==> config.mk <==
export PLATFORM = sky130hd
export DESIGN_NAME = vip_stream_monitor
export DESIGN_NICKNAME = d
export VERILOG_FILES = /design/src/rtl/vip_mon_pkg.sv /design/src/rtl/vip_ctrl_nibble_unpack.sv /design/src/rtl/vip_stream_monitor.sv
export SDC_FILE = /design/constraint.sdc
export NUM_CORES = 1
export LEC_CHECK = 0
export CORE_UTILIZATION = 65
export DETAILED_ROUTE_END_ITERATION = 10
export PLACE_DENSITY_LB_ADDON = 0.2
export SLEW_MARGIN = 20
export SYNTH_ARGS = -nofsm -noshare
export SYNTH_HDL_FRONTEND = slang
export SYNTH_SLANG_ARGS = --single-unit
==> constraint.sdc <==
create_clock -name clk_i -period 14.2 [get_ports clk_i]
set_input_delay 2.84 -clock clk_i [delete_from_list [all_inputs] [get_ports clk_i]]
set_output_delay 2.84 -clock clk_i [all_outputs]
set_load 0.01 [all_outputs]
==> src/rtl/vip_mon_pkg.sv <==
// Shared types for the Avalon-ST Video sink monitor: FSM states, packet
// type codes and the decoded control-packet field bundle.
package vip_mon_pkg;

  typedef enum logic [2:0] {
    IDLE,
    CTRL,
    CTRL_DRAIN,
    VIDEO,
    USER
  } mon_state_t;

  localparam logic [3:0] PKT_VIDEO = 4'h0;
  localparam logic [3:0] PKT_CTRL  = 4'hF;

  typedef struct packed {
    logic [15:0] width;
    logic [15:0] height;
    logic [3:0]  interlace;
  } ctrl_fields_t;

endpackage

==> src/rtl/vip_ctrl_nibble_unpack.sv <==
// Merges the low nibble of each symbol of one control payload beat into the
// partially assembled control fields, selected by payload beat index.
module vip_ctrl_nibble_unpack
  import vip_mon_pkg::*;
#(
  parameter int BITS_PER_SYMBOL  = 8,
  parameter int SYMBOLS_PER_BEAT = 3
) (
  input  logic [1:0]                                  beat_idx,
  input  logic [BITS_PER_SYMBOL*SYMBOLS_PER_BEAT-1:0] data,
  input  ctrl_fields_t                                cur,
  output ctrl_fields_t                                nxt
);

  logic [3:0] nib [SYMBOLS_PER_BEAT];

  genvar gi;
  generate
    for (gi = 0; gi < SYMBOLS_PER_BEAT; gi++) begin : g_nib
      assign nib[gi] = data[gi*BITS_PER_SYMBOL +: 4];
    end
  endgenerate

  always_comb begin
    nxt = cur;
    case (beat_idx)
      2'd0: begin
        nxt.width[15:12] = nib[0];
        nxt.width[11:8]  = nib[1];
        nxt.width[7:4]   = nib[2];
      end
      2'd1: begin
        nxt.width[3:0]    = nib[0];
        nxt.height[15:12] = nib[1];
        nxt.height[11:8]  = nib[2];
      end
      2'd2: begin
        nxt.height[7:4] = nib[0];
        nxt.height[3:0] = nib[1];
        nxt.interlace   = nib[2];
      end
      default: ;
    endcase
  end

endmodule

==> src/rtl/vip_stream_monitor.sv <==
// Avalon-ST Video sink monitor: decodes control packets, counts video beats
// and reports size / control / stray-sop violations as registered pulses.
module vip_stream_monitor
  import vip_mon_pkg::*;
#(
  parameter int BITS_PER_SYMBOL  = 8,
  parameter int SYMBOLS_PER_BEAT = 3,
  parameter int DATA_WIDTH       = 24,
  parameter int CNT_W            = 32
) (
  input  logic                  clk_i,
  input  logic                  rst_i,
  input  logic                  enable_i,
  input  logic                  clear_i,
  input  logic [DATA_WIDTH-1:0] data_i,
  input  logic                  valid_i,
  input  logic                  sop_i,
  input  logic                  eop_i,
  output logic                  ready_o,
  output logic [15:0]           width_o,
  output logic [15:0]           height_o,
  output logic [3:0]            interlaced_o,
  output logic                  ctrl_update_o,
  output logic                  frame_done_o,
  output logic [CNT_W-1:0]      beat_cnt_o,
  output logic [CNT_W-1:0]      frame_cnt_o,
  output logic                  err_size_o,
  output logic                  err_ctrl_o,
  output logic                  err_sop_o,
  output logic                  err_sticky_o
);

  generate
    if (BITS_PER_SYMBOL != 8 || SYMBOLS_PER_BEAT != 3 ||
        DATA_WIDTH != BITS_PER_SYMBOL * SYMBOLS_PER_BEAT) begin : g_bad_param
      $error("vip_stream_monitor: only 8 bits x 3 symbols (24-bit data) is supported");
    end
  endgenerate

  mon_state_t   state_reg, state_next;
  logic [1:0]   idx_reg, idx_next;
  ctrl_fields_t pend_reg, pend_next, pend_unpacked;
  ctrl_fields_t fields_reg;
  logic         ctrl_seen_reg;
  logic [CNT_W-1:0] beat_reg, beat_next, beat_inc, frame_beats;
  logic [CNT_W-1:0] beat_cnt_reg, frame_cnt_reg;
  logic         ready_reg, ctrl_upd_reg, frame_done_reg;
  logic         err_size_reg, err_ctrl_reg, err_sop_reg, sticky_reg;
  logic         accept, commit, frame_end;
  logic         err_size_c, err_ctrl_c, err_sop_c;
  logic [31:0]  area;

  assign accept   = valid_i & ready_reg;
  assign beat_inc = (&beat_reg) ? beat_reg : beat_reg + CNT_W'(1);
  assign area     = {16'd0, fields_reg.width} * {16'd0, fields_reg.height};

  vip_ctrl_nibble_unpack #(
    .BITS_PER_SYMBOL (BITS_PER_SYMBOL),
    .SYMBOLS_PER_BEAT(SYMBOLS_PER_BEAT)
  ) u_unpack (
    .beat_idx(idx_reg),
    .data    (data_i),
    .cur     (pend_reg),
    .nxt     (pend_unpacked)
  );

  always_comb begin
    state_next  = state_reg;
    idx_next    = idx_reg;
    pend_next   = pend_reg;
    beat_next   = beat_reg;
    frame_beats = beat_reg;
    commit      = 1'b0;
    frame_end   = 1'b0;
    err_ctrl_c  = 1'b0;
    err_sop_c   = 1'b0;
    if (accept) begin
      if (sop_i) begin
        // A sop always starts a fresh packet, even when it interrupts one.
        err_sop_c = (state_reg != IDLE);
        idx_next  = 2'd0;
        beat_next = '0;
        case (data_i[3:0])
          PKT_VIDEO: begin
            state_next = eop_i ? IDLE : VIDEO;
            if (eop_i) begin
              frame_end   = 1'b1;
              frame_beats = '0;
            end
          end
          PKT_CTRL: state_next = eop_i ? IDLE : CTRL;
          default:  state_next = eop_i ? IDLE : USER;
        endcase
      end else begin
        case (state_reg)
          CTRL: begin
            pend_next = pend_unpacked;
            if (idx_reg == 2'd2) begin
              commit     = eop_i;
              state_next = eop_i ? IDLE : CTRL_DRAIN;
            end else if (eop_i) begin
              err_ctrl_c = 1'b1;
              state_next = IDLE;
            end else begin
              idx_next = idx_reg + 2'd1;
            end
          end
          CTRL_DRAIN: begin
            commit = eop_i;
            if (eop_i) state_next = IDLE;
          end
          VIDEO: begin
            beat_next = beat_inc;
            if (eop_i) begin
              frame_end   = 1'b1;
              frame_beats = beat_inc;
              state_next  = IDLE;
            end
          end
          default: if (eop_i) state_next = IDLE;
        endcase
      end
    end
    err_size_c = frame_end && ctrl_seen_reg && (frame_beats != CNT_W'(area));
  end

  always_ff @(posedge clk_i or posedge rst_i) begin
    if (rst_i) begin
      state_reg      <= IDLE;
      idx_reg        <= 2'd0;
      pend_reg       <= '0;
      fields_reg     <= '0;
      ctrl_seen_reg  <= 1'b0;
      beat_reg       <= '0;
      beat_cnt_reg   <= '0;
      frame_cnt_reg  <= '0;
      ready_reg      <= 1'b0;
      ctrl_upd_reg   <= 1'b0;
      frame_done_reg <= 1'b0;
      err_size_reg   <= 1'b0;
      err_ctrl_reg   <= 1'b0;
      err_sop_reg    <= 1'b0;
      sticky_reg     <= 1'b0;
    end else begin
      ready_reg      <= enable_i;
      state_reg      <= state_next;
      idx_reg        <= idx_next;
      pend_reg       <= pend_next;
      beat_reg       <= beat_next;
      ctrl_upd_reg   <= commit;
      frame_done_reg <= frame_end;
      err_size_reg   <= err_size_c;
      err_ctrl_reg   <= err_ctrl_c;
      err_sop_reg    <= err_sop_c;
      if (commit) begin
        fields_reg    <= pend_next;
        ctrl_seen_reg <= 1'b1;
      end
      if (frame_end) beat_cnt_reg <= frame_beats;
      if (clear_i)
        frame_cnt_reg <= frame_end ? CNT_W'(1) : '0;
      else if (frame_end)
        frame_cnt_reg <= frame_cnt_reg + CNT_W'(1);
      // A new error outranks a coincident clear.
      sticky_reg <= err_size_c | err_ctrl_c | err_sop_c | (sticky_reg & ~clear_i);
    end
  end

  assign ready_o       = ready_reg;
  assign width_o       = fields_reg.width;
  assign height_o      = fields_reg.height;
  assign interlaced_o  = fields_reg.interlace;
  assign ctrl_update_o = ctrl_upd_reg;
  assign frame_done_o  = frame_done_reg;
  assign beat_cnt_o    = beat_cnt_reg;
  assign frame_cnt_o   = frame_cnt_reg;
  assign err_size_o    = err_size_reg;
  assign err_ctrl_o    = err_ctrl_reg;
  assign err_sop_o     = err_sop_reg;
  assign err_sticky_o  = sticky_reg;

endmodule

==> GITHUB_STEP_SUMMARY <==
### Flow metrics

| Metric | Value |
|---|---|
| Largest delay share family, worst path | `adder cells` |
| Final non-filler cell total | `2288` |
| Met2 usage | `55.88%` |
| Final worst slack | `6.988 ns` |
| Syn nets | `2218` |
| Yosys Instances | `1884` |
| Clk power | `0.514 mW` |
| M1 wire length | `18720 µm` |
| Multi-input logic area | `12000 µm²` |
| Hold-fix buffers, CTS | `0` |
| Hold Crit Class | `register to register` |
| Least-Margin Pin Slew | `1.082 ns` |
| H-tree depth | `4` |
| Late-Pin Clk Latency | `0.47 ns` |
| RePlAce Congestion | `0.9933` |
| Most common logic cell in the routed design | `nand2_1` |
| DRT iter0 DRCs | `1357` |
| Flops | `181` |
| Flop pwr share | `48.3%` |
| CTS Buffer Depth | `2` |
| Fraction of area in multi-input gates | `61.13%` |
| Critical Path RT | `14.53 ns` |
| Yosys adder share | `29.74%` |
| Post-route ant nets | `0` |
| DRT Pass-1 Iters | `6` |
| Max power group | `registers` |
| Layout fillers | `1817` |
| Total grt overflow | `0` |
| XOR/XNOR Area Share | `4.616%` |
| Seq share, synth | `25.67%` |
| Sequential share of cell area | `23.07%` |
| Crit path time final | `7.212 ns` |
| Non-clock inverters | `193` |
| Placed instance area | `19010 µm²` |
| Row count | `59` |
| FP Util | `66.96%` |
| Arrival time worst endpoint | `7.54 ns` |
| Post-synthesis instance total | `1884` |
| Die H | `166.8 µm` |
| Max-cap violations | `0` |
| Switching Fraction | `28.96%` |
| Psw | `0.3266 mW` |
| Postcts setup bufs | `0` |
| Wire length on met3 | `3904 µm` |
| Total core area | `26350 µm²` |
| Top comb family, area | `adder cells` |
| Nets | `2274` |
| CP max FO | `18` |
| CTS tree | `yes` |
| Util after Layout | `74.49%` |
| Top-count cell post-synth | `nand2_1` |
| Slew Limit Headroom | `27.35%` |
| Complex Gates by Area | `10.22%` |
| Registers, synthesis | `181` |
| N_taps | `335` |
| Crit path cell chain | `nand2_1 > fa_1 > fa_1 > fa_1 > fa_1 > fa_1 > fa_1 > inv_1 > ha_1 > a21oi_1 > nor2_1 > a211oi_1 > nand3_1 > a31oi_1 > o21ai_0 > a221o_1 > a21oi_1 > xnor2_1 > nor4_2 > o21ai_1` |
| Final hold violations | `0` |
| Max FFs per register | `36` |
| Async set-or-reset flop fraction in the synthesized netlist | `100.0%` |
| Synth area leaders | `dfrtp_1 26%, fa_1 22%, ha_1 7.7%` |
| CLK BUF | `17` |
| Clock buf/inv share | `3.174%` |
| Startpoint class of the critical path | `register` |
| Total CTS buffers | `17` |
| Vias in the first global route | `14890` |
| Cts repair resizes | `0` |
| Top layer in use | `met4` |
| Most used cell, CP | `fa_1` |
| Fin crit share | `50.79%` |
| Synth area leader | `dfrtp_1` |
| First-pass GRT wire length | `76490 µm` |
| Die W | `166.8 µm` |
| Fraction of layout cells with a size suffix above 1 | `7.629%` |
| Signal buf overhead | `6.756%` |
| Antenna violations before repair | `1` |
| Vias after detailed routing | `14510` |
| Yosys stat chip area | `17650 µm²` |
| Crit Path Class | `register to register` |
| Pwr/cell area | `57.44 nW/µm²` |
| GR met1 Demand/Resource | `46.96%` |
| Met2 routed WL | `21920 µm` |
| Multi-input comb cells | `1412` |
| Max rail drop VDD | `77.55 µV` |
| Wire length per cell | `20.23 µm` |
| Status | `finished, final reports clean` |
| Logic power comb | `0.0687 mW` |
| Busiest grt layer | `met2` |
| Clk Tree Root Cell | `clkbuf_16` |
| Grt met3 use | `6.892%` |
| Slew Limit Fails | `0` |
| Clock share of power | `45.6%` |
| Number of logged tool warnings | `42` |
| Port bufs | `125` |
| Area share, top type | `25.67%` |
| Final setup viols | `0` |
| WP buf/inv | `1` |
| Number of synthesis warnings | `0` |
| DP Wirelength | `32640 µm` |
| Vias per cell | `6.342` |
| Seq. pwr | `0.545 mW` |
| Largest class | `combinational gates` |
| GRT Overall Usage | `35.05%` |
| Area occupied by registers | `4529 µm²` |
| Synthesized area | `17650 µm²` |
| Area grow syn2layout | `11.24%` |
| DR DRC count | `0` |
-- worst min-delay path, delay by kind of cell, from the launching register on --
family | cells | cell delay, ns
AND/OR/NAND/NOR | 2 | 0.10
flip-flops | 1 | 0.34
-- path summary, 6_finish.rpt --
kind | depth (start not counted) | end | start
max | 20 | err_sticky_o$_DFF_PP0_ | height_o[1]$_DFFE_PP0P_
min | 2 | beat_cnt_o[8]$_DFFE_PP0P_ | beat_cnt_o[8]$_DFFE_PP0P_
max reg2reg | 20 | err_sticky_o$_DFF_PP0_ | height_o[1]$_DFFE_PP0P_
min reg2reg | 2 | beat_cnt_o[8]$_DFFE_PP0P_ | beat_cnt_o[8]$_DFFE_PP0P_
max in group asynchronous | 3 | pend_reg[17]$_DFF_PP0_ | rst_i
min in group asynchronous | 2 | frame_cnt_o[31]$_DFFE_PP0P_ | rst_i
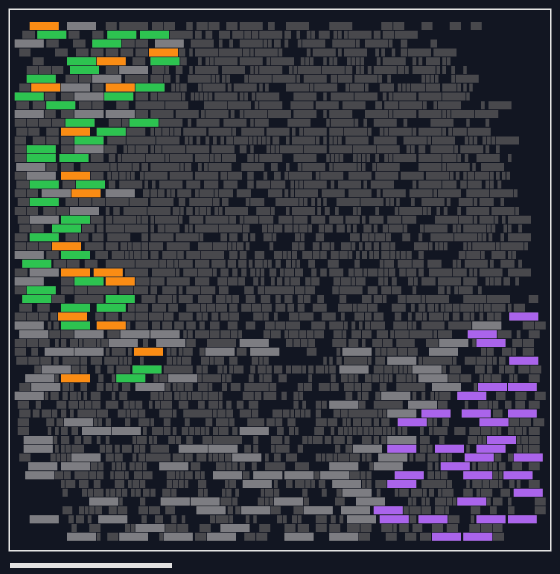
*Where the registers sit*
Bar = 50 µm. Other sequential cells in the stronger gray, the rest of the logic in the fainter gray.
legend:
  orange:
    signal: `width_o`
    sequential_cells: 16
  green:
    signal: `pend_reg`
    sequential_cells: 36
  purple:
    signal: `frame_cnt_o`
    sequential_cells: 32
    where: lower right
not colored: 97

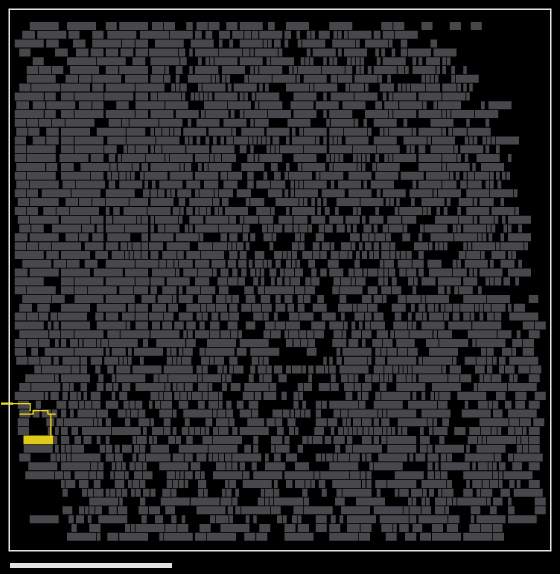
*I/O nets highlighted*
Bar = 50 µm.
legend:
  yellow:
    port: `ready_o`
    bits: 1
    direction: output
    edge: left
    end_cells: 1
    wire: 28.6 µm

Power is estimated from default activity; no workload was simulated.
